### The metal 1 layer, run 1

Supply wires on this layer in gray.
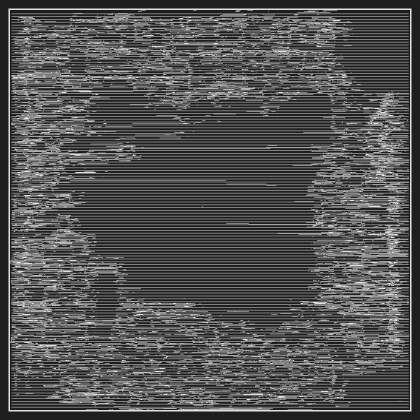
### Signal wires on met2, run 1

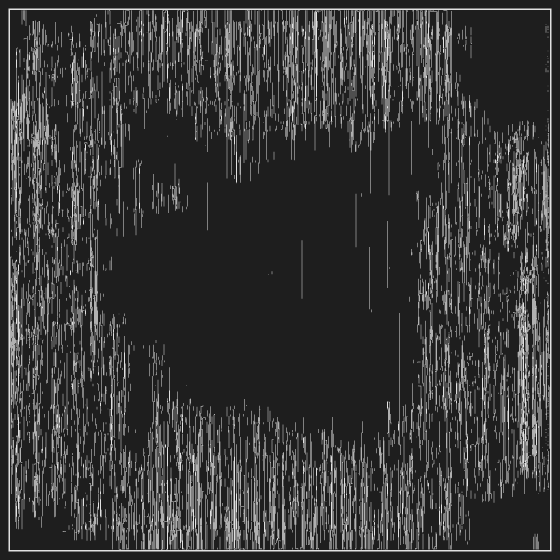
### M3 wires, run 1

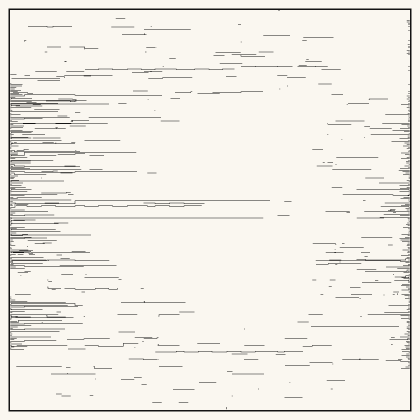
### M4 wires, run 1

Bar = 100 microns. Supply wires on this layer in gray. Cells faint in the background.
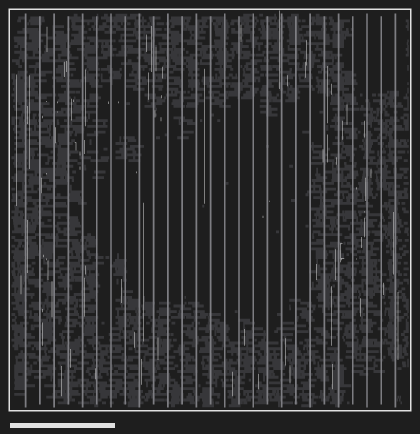
--- src/rtl/noc_pkg.sv ---
// noc_pkg: packet field layout and destination-legality helper shared by the
// PE-side injection buffer and the routers.
// Packet layout, LSB first: dst_x | dst_y | src_x | src_y | data.
package noc_pkg;
  localparam int DST_X_W   = 2;
  localparam int DST_Y_W   = 2;
  localparam int SRC_X_W   = 8;
  localparam int SRC_Y_W   = 8;
  localparam int DATA_W    = 240;

  localparam int DST_X_LSB = 0;
  localparam int DST_Y_LSB = DST_X_LSB + DST_X_W;
  localparam int SRC_X_LSB = DST_Y_LSB + DST_Y_W;
  localparam int SRC_Y_LSB = SRC_X_LSB + SRC_X_W;
  localparam int DATA_LSB  = SRC_Y_LSB + SRC_Y_W;

  // A destination is legal when it falls inside the mx-by-my mesh.
  function automatic logic dst_legal(input int unsigned dx, input int unsigned dy,
                                     input int unsigned mx, input int unsigned my);
    return (dx < mx) && (dy < my);
  endfunction
endpackage

--- src/rtl/noc_sync_fifo.sv ---
// noc_sync_fifo: synchronous FIFO with show-ahead read.
// Ports: clk, rstn (async low); push/wdata write side; pop/rdata read side
// (rdata is the head entry, 0 when empty); full, empty, count status.
// Pushes while full and pops while empty are ignored.
module noc_sync_fifo #(
  parameter int width = 8,
  parameter int depth = 4
) (
  input  logic                       clk,
  input  logic                       rstn,
  input  logic                       push,
  input  logic [width-1:0]           wdata,
  input  logic                       pop,
  output logic [width-1:0]           rdata,
  output logic                       full,
  output logic                       empty,
  output logic [$clog2(depth):0]     count
);
  localparam int AW = $clog2(depth);
  localparam int CW = AW + 1;

  logic [width-1:0] mem [depth];
  logic [AW-1:0]    wr_ptr, rd_ptr;
  logic             do_push, do_pop;

  assign full    = (count == CW'(depth));
  assign empty   = (count == '0);
  assign do_push = push & ~full;
  assign do_pop  = pop & ~empty;
  assign rdata   = empty ? '0 : mem[rd_ptr];

  // Storage is not reset; validity is carried entirely by count.
  always_ff @(posedge clk)
    if (do_push) mem[wr_ptr] <= wdata;

  always_ff @(posedge clk or negedge rstn)
    if (!rstn) begin
      wr_ptr <= '0;
      rd_ptr <= '0;
      count  <= '0;
    end else begin
      if (do_push) wr_ptr <= wr_ptr + AW'(1);
      if (do_pop)  rd_ptr <= rd_ptr + AW'(1);
      case ({do_push, do_pop})
        2'b10:   count <= count + CW'(1);
        2'b01:   count <= count - CW'(1);
        default: count <= count;
      endcase
    end
endmodule

--- src/rtl/noc_inject_buffer.sv ---
// noc_inject_buffer: injection queue between a PE and its router's local port.
// Ports: clk, rstn (async low); i_data/i_valid/o_ready from the PE;
// o_data/o_valid/i_ready to the router; o_drop pulses one cycle after an
// out-of-mesh packet is swallowed; acceptedCount/sentCount/droppedCount
// statistics; maxOccupancy/stallCycles live only when INJ_STATS_EN is
// defined and read 0 otherwise.
module noc_inject_buffer
  import noc_pkg::*;
#(
  parameter int X           = 4,
  parameter int Y           = 4,
  parameter int data_width  = DATA_W,
  parameter int dest_x      = DST_X_W,
  parameter int dest_y      = DST_Y_W,
  parameter int source_x    = SRC_X_W,
  parameter int source_y    = SRC_Y_W,
  parameter int total_width = dest_x + dest_y + source_x + source_y + data_width,
  parameter int depth       = 4
) (
  input  logic                   clk,
  input  logic                   rstn,
  input  logic [total_width-1:0] i_data,
  input  logic                   i_valid,
  output logic                   o_ready,
  output logic [total_width-1:0] o_data,
  output logic                   o_valid,
  input  logic                   i_ready,
  output logic                   o_drop,
  output logic [31:0]            acceptedCount,
  output logic [31:0]            sentCount,
  output logic [31:0]            droppedCount,
  output logic [$clog2(depth):0] maxOccupancy,
  output logic [31:0]            stallCycles
);
  localparam int CW = $clog2(depth) + 1;

  logic          full, empty, rdy_q;
  logic [CW-1:0] count;
  logic          accept, legal, push, pop;
  logic [dest_x-1:0] dx;
  logic [dest_y-1:0] dy;

  assign dx     = i_data[DST_X_LSB +: dest_x];
  assign dy     = i_data[DST_X_LSB + dest_x +: dest_y];
  assign legal  = dst_legal(32'(dx), 32'(dy), 32'(X), 32'(Y));

  // rdy_q holds o_ready low through reset and for the release cycle;
  // otherwise ready is purely !full, independent of i_ready.
  assign o_ready = rdy_q & ~full;
  assign o_valid = ~empty;
  assign accept  = i_valid & o_ready;
  assign push    = accept & legal;
  assign pop     = o_valid & i_ready;

  noc_sync_fifo #(.width(total_width), .depth(depth)) u_fifo (
    .clk   (clk),
    .rstn  (rstn),
    .push  (push),
    .wdata (i_data),
    .pop   (pop),
    .rdata (o_data),
    .full  (full),
    .empty (empty),
    .count (count)
  );

  always_ff @(posedge clk or negedge rstn)
    if (!rstn) begin
      rdy_q         <= 1'b0;
      o_drop        <= 1'b0;
      acceptedCount <= '0;
      sentCount     <= '0;
      droppedCount  <= '0;
    end else begin
      rdy_q  <= 1'b1;
      o_drop <= accept & ~legal;
      if (push)           acceptedCount <= acceptedCount + 32'd1;
      if (pop)            sentCount     <= sentCount + 32'd1;
      if (accept & ~legal) droppedCount <= droppedCount + 32'd1;
    end

`ifdef INJ_STATS_EN
  // High-water mark tracks the registered count, so it lags by one cycle.
  always_ff @(posedge clk or negedge rstn)
    if (!rstn) begin
      maxOccupancy <= '0;
      stallCycles  <= '0;
    end else begin
      if (count > maxOccupancy) maxOccupancy <= count;
      if (o_valid & ~i_ready)   stallCycles  <= stallCycles + 32'd1;
    end
`else
  assign maxOccupancy = '0;
  assign stallCycles  = '0;
`endif
endmodule
--- config.mk ---
export PLATFORM = sky130hd
export DESIGN_NAME = noc_inject_buffer
export DESIGN_NICKNAME = d
export VERILOG_FILES = /design/src/rtl/noc_pkg.sv /design/src/rtl/noc_sync_fifo.sv /design/src/rtl/noc_inject_buffer.sv
export SDC_FILE = /design/constraint.sdc
export NUM_CORES = 1
export LEC_CHECK = 0
export CORE_MARGIN = 1
export CORE_UTILIZATION = 30
export CTS_BUF_LIST = sky130_fd_sc_hd__clkbuf_2
export CTS_CLUSTER_DIAMETER = 200
export DETAILED_ROUTE_END_ITERATION = 10
export PLACE_DENSITY = 0.54
export SLEW_MARGIN = 25
export SYNTH_ARGS = -nofsm -noshare
export SYNTH_HDL_FRONTEND = slang
export SYNTH_HIERARCHICAL = 1
export SYNTH_SLANG_ARGS = --single-unit
--- constraint.sdc ---
create_clock -name clk -period 18.2 [get_ports clk]
set_input_delay 3.64 -clock clk [delete_from_list [all_inputs] [get_ports clk]]
set_output_delay 3.64 -clock clk [all_outputs]
set_load 0.05 [all_outputs]
==> flow_metrics.env, run 1 <==
# source this file to load flow results
export IMPL_outcome="finished, final reports clean"
export IMPL_fmax_mhz=102
export IMPL_comb_share=0.175
export IMPL_avgSynthCellArea_sq_um=21.4
export IMPL_core_sq_um=142000
export IMPL_drt_iter0_markers=940
export IMPL_fp_util=0.304
export IMPL_synth_seq_cells=1112
export IMPL_dp_cells=4431
export IMPL_nClkBuffers=432
export IMPL_adder_share=0.00249
export IMPL_switching_share=0.417
export IMPL_utilization=0.377
export IMPL_edf_count=1040
export IMPL_vdd_drop_max_uv=150
export IMPL_ys_cells=2018
export IMPL_max_stage_delay_ns=0.99
export IMPL_slew_viol_final=0
export IMPL_hold_depth=1
export IMPL_cts_buffers=313
About 'The metal 1 layer':
wire length on this layer: 40.0 mm
share of all routed wire: 38%
GR Util met1: 0.160
vias: 22300
drt total wl: 104000 microns

About 'Signal wires on met2':
main direction: vertical
nets with wire on the layer: 2981
GR Util met2: 0.237

About 'M3 wires':
share of all routed wire: 9.2%
longest straight run: 240 microns
wire length on this layer: 9580 microns
met3 Track Usage GR: 0.0654

About 'M4 wires':
longest straight run: 132 microns
wire length on this layer: 1910 microns
main direction: vertical
share of all routed wire: 1.8%

## run 1: cell usage in the layout, fill, tap and decap left out, types with 18 or more instances in the layout
cell type	netlist	layout
conb_1	2	69
clkdlybuf4s50_1	0	588
dfrtp_1	72	70
clkbuf_2	0	432
xnor2_1	48	48
mux4_2	260	260
edfxtp_1	1040	1040
clkinv_1	0	51
xor2_1	20	20
and2_1	270	266
buf_4	68	21
nand2_1	18	18
nand4_1	25	25
## run 1: power by group through the flow
stage | Sequential (mW) | Clock, mW | Combinational (mW)
after global placement | 3.26 | 0 | 4.28
final | 3.21 | 1.68 | 4.23
after floorplan | 3.31 | 0 | 2.90
after global routing | 3.24 | 1.89 | 4.44
after CTS | 3.22 | 1.77 | 4.31
after detailed placement | 3.27 | 0 | 4.29
### Clock wiring as the flow saved it, run 1

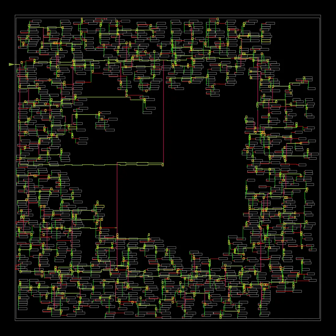

==> run 1 -> run 2 <==
--- a/config.mk
+++ b/config.mk
@@ -10,7 +10,7 @@
 export CTS_BUF_LIST = sky130_fd_sc_hd__clkbuf_2
 export CTS_CLUSTER_DIAMETER = 200
 export DETAILED_ROUTE_END_ITERATION = 10
-export PLACE_DENSITY = 0.54
+export PLACE_DENSITY = 0.56
 export SLEW_MARGIN = 25
 export SYNTH_ARGS = -nofsm -noshare
 export SYNTH_HDL_FRONTEND = slang
==> constraint.sdc (replaced) <==
create_clock -name clk -period 8.9 [get_ports clk]
set_input_delay 1.78 -clock clk [delete_from_list [all_inputs] [get_ports clk]]
set_output_delay 1.78 -clock clk [all_outputs]
set_load 0.05 [all_outputs]
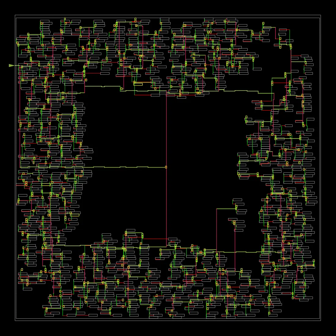
*Clock wiring as the flow saved it, run 2*
worst skew pair latency: 1.56 ns
Sinks on Clock Net: 1112
Num CTS Buffers: 310
Flop Count: 1112
P_clk: 3.44 mW

==> flow_metrics.env, run 2 <==
# source this file to load flow results
export IMPL_mostFrequentLayoutCell="edfxtp_1"
export IMPL_nClkBuffers=429
export IMPL_seq_cell_power_mw=6.55
export IMPL_ant_nets=0
export IMPL_final_cell_mix="edfxtp_1, clkdlybuf4s50_1, clkbuf_2"
export IMPL_slew_viol_final=0
export IMPL_outcome="finished, final reports clean"
export IMPL_mi_logic_area_sq_um=9360
export IMPL_postCtsResizedCells=0
export IMPL_comb_share=0.174
export IMPL_synth_top_cell_by_count="edfxtp_1"
export IMPL_adder_share=0.00249
export IMPL_dp_cells=4420
export IMPL_avgSynthCellArea_sq_um=21.4
export IMPL_fp_util=0.304
export IMPL_edf_count=1040
export IMPL_top_cell_area_share=0.722
export IMPL_vdd_drop_max_uv=319
export IMPL_pg_comb_mw=8.63
export IMPL_fmax_mhz=156
export IMPL_cp_required_ns=7.12
export IMPL_inv_count=13
export IMPL_ctsHoldBuffers=0
export IMPL_post_route_drc_count=0
export IMPL_core_sq_um=142000
export IMPL_max_stage_delay_ns=0.83
export IMPL_wire_per_inst_microns=20.2
export IMPL_synth_seq_cells=1112
export IMPL_drt_iter0_markers=985
export IMPL_die_y_microns=382
export IMPL_power_group_top="combinational cells"
export IMPL_gr_usage_met3=0.0519
export IMPL_port_buffers=589
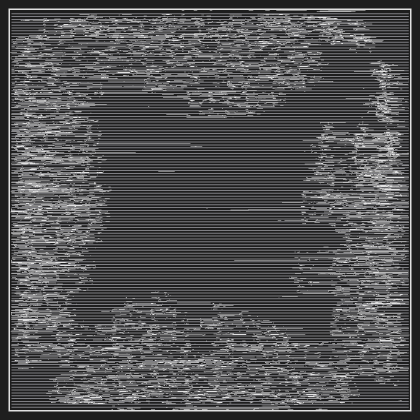
*The metal 1 layer, run 2*
Supply wires on this layer in gray.
share of all routed wire: 39%
main direction: horizontal
nets with wire on the layer: 2842
wire length on this layer: 39.5 mm
longest straight run: 110 microns
GR Util met1: 0.159
vias: 22200
drt total wl: 100000 microns

==> run 2: cell counts after synthesis <==
No cell type changed its count.
==> run 2: worst min path at each step <==
stage,start,to,slack (ns),cells past startpoint
6_report,rstn,sentCount[16],0.40,2
5_1_grt,rstn,u_fifo/count[2],0.14,2
4_1_cts,rstn,u_fifo/count[2],0.16,2
3_5_place_dp,acceptedCount[31],acceptedCount[31],0.46,1
3_3_place_gp,acceptedCount[31],acceptedCount[31],0.46,1
2_1_floorplan,u_fifo/count[2],u_fifo/count[2],0.45,1
==> run 2: cells by family after synthesis <==
family                     after synthesis
muxes                                  264
buffers and inverters                  174
adders and majority gates                8
DFF                                   1112
other                                    2
xor gates and xnor gates                68
and+or+nand+nor                        390
### Signal wires on met2, run 2

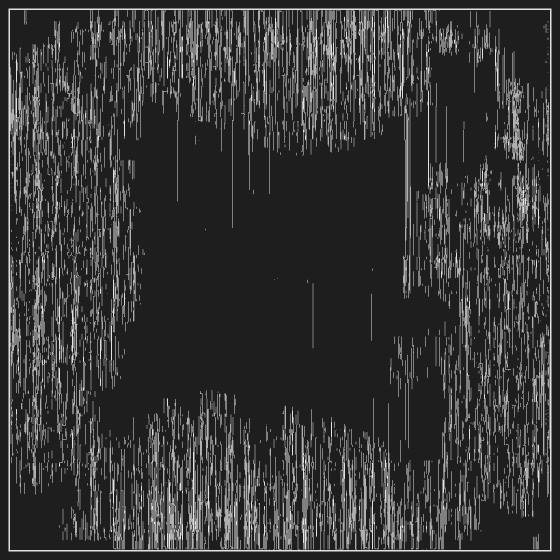

==> run 2 -> run 3 <==
--- a/config.mk
+++ b/config.mk
@@ -10,7 +10,7 @@
 export CTS_BUF_LIST = sky130_fd_sc_hd__clkbuf_2
 export CTS_CLUSTER_DIAMETER = 200
 export DETAILED_ROUTE_END_ITERATION = 10
-export PLACE_DENSITY = 0.56
+export PLACE_DENSITY = 0.54
 export SLEW_MARGIN = 25
 export SYNTH_ARGS = -nofsm -noshare
 export SYNTH_HDL_FRONTEND = slang
==> constraint.sdc (replaced) <==
create_clock -name clk -period 6.45 [get_ports clk]
set_input_delay 1.29 -clock clk [delete_from_list [all_inputs] [get_ports clk]]
set_output_delay 1.29 -clock clk [all_outputs]
set_load 0.05 [all_outputs]
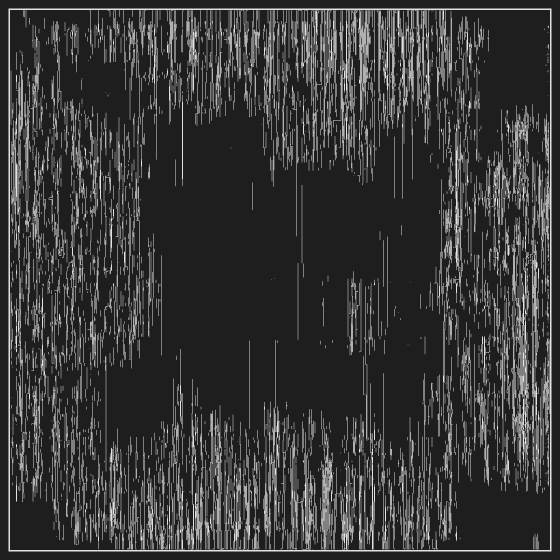
*Signal wires on met2, run 3*
share of all routed wire: 50%
longest straight run: 124 microns
main direction: vertical
GR Util met2: 0.242
drt total wl: 107000 microns
vias: 22500

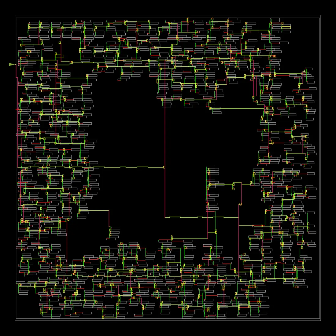
*Clock wiring as the flow saved it, run 3*
worst skew pair latency: 1.52 ns
clkbuf count: 453
P_clk: 4.71 mW

==> flow_metrics.env, run 3 <==
# source this file to load flow results
export IMPL_inv_count=13
export IMPL_seq_cell_power_mw=9.02
export IMPL_wire_per_inst_microns=21.3
export IMPL_outcome="finished, final reports clean"
export IMPL_path_delay_family="buffers and inverters"
export IMPL_seq_cells=1112
export IMPL_slew_viol_final=0
export IMPL_post_route_drc_count=0
export IMPL_pg_comb_mw=12.2
export IMPL_cts_buffers=313
export IMPL_ant_nets=0
export IMPL_antenna_found_initial=31
export IMPL_cp_required_ns=5.16
export IMPL_top_cell_area_share=0.722
export IMPL_path_cells="buf_12, buf_4, mux4_2, and2_1, clkdlybuf4s50_1"
export IMPL_edf_count=1040
export IMPL_core_sq_um=142000
export IMPL_use_met1=0.164
export IMPL_switching_share=0.416
export IMPL_power_group_top="combinational cells"
export IMPL_die_y_microns=382
export IMPL_largest_register_ffs=1040
export IMPL_adder_share=0.00249
export IMPL_vdd_drop_max_uv=380
export IMPL_ys_cells=2018
export IMPL_top_cells_by_count="edfxtp_1, and2_1, mux4_2"
export IMPL_port_buffers=589
export IMPL_grt_setup_unrepaired="no"
export IMPL_fp_util=0.304
export IMPL_synth_top_cell_by_count="edfxtp_1"
export IMPL_n_fill_cell=13200
export IMPL_async_flop_share=0.0647
export IMPL_max_stage_delay_ns=0.88
export IMPL_gr_usage_met3=0.0701
export IMPL_clock_sinks=1112
export IMPL_buf_share=0.129
export IMPL_avgSynthCellArea_sq_um=21.4
export IMPL_dp_cells=4462
export IMPL_comb_share=0.172
export IMPL_drt_iter0_markers=1053
export IMPL_final_layout_size_suffix_gt1_frac=0.261
export IMPL_fmax_mhz=170
export IMPL_mi_logic_area_sq_um=9360
export IMPL_utilization=0.383
[run 3: netlist changes by cell type in the layout (fill, tap and decap cells not counted), sizes merged]
cell,delta
bufinv,-2
buf,+39
clkinv,-27
dlygate4sd3,+43
clkbuf,+24
[run 3: worst paths after layout]
check                                  from                 to  depth (start not counted)
setup / recovery           u_fifo/rd_ptr[0]         o_data[52]                          5
hold / removal                   i_data[21]  u_fifo/mem[3][21]                          1
setup reg to reg            u_fifo/count[0]    u_fifo/count[2]                         10
hold reg to reg               sentCount[31]      sentCount[31]                          1
max in group asynchronous              rstn   u_fifo/rd_ptr[1]                          3
min in group asynchronous              rstn   acceptedCount[4]                          3
[run 3: repair_timing]
action / 4_1_cts / 5_1_grt
endpoints found under the hold margin: 169 / 0
hold buffers: 43 / 0
gates resized: 0 / 0
Power is estimated from default activity; no workload was simulated.
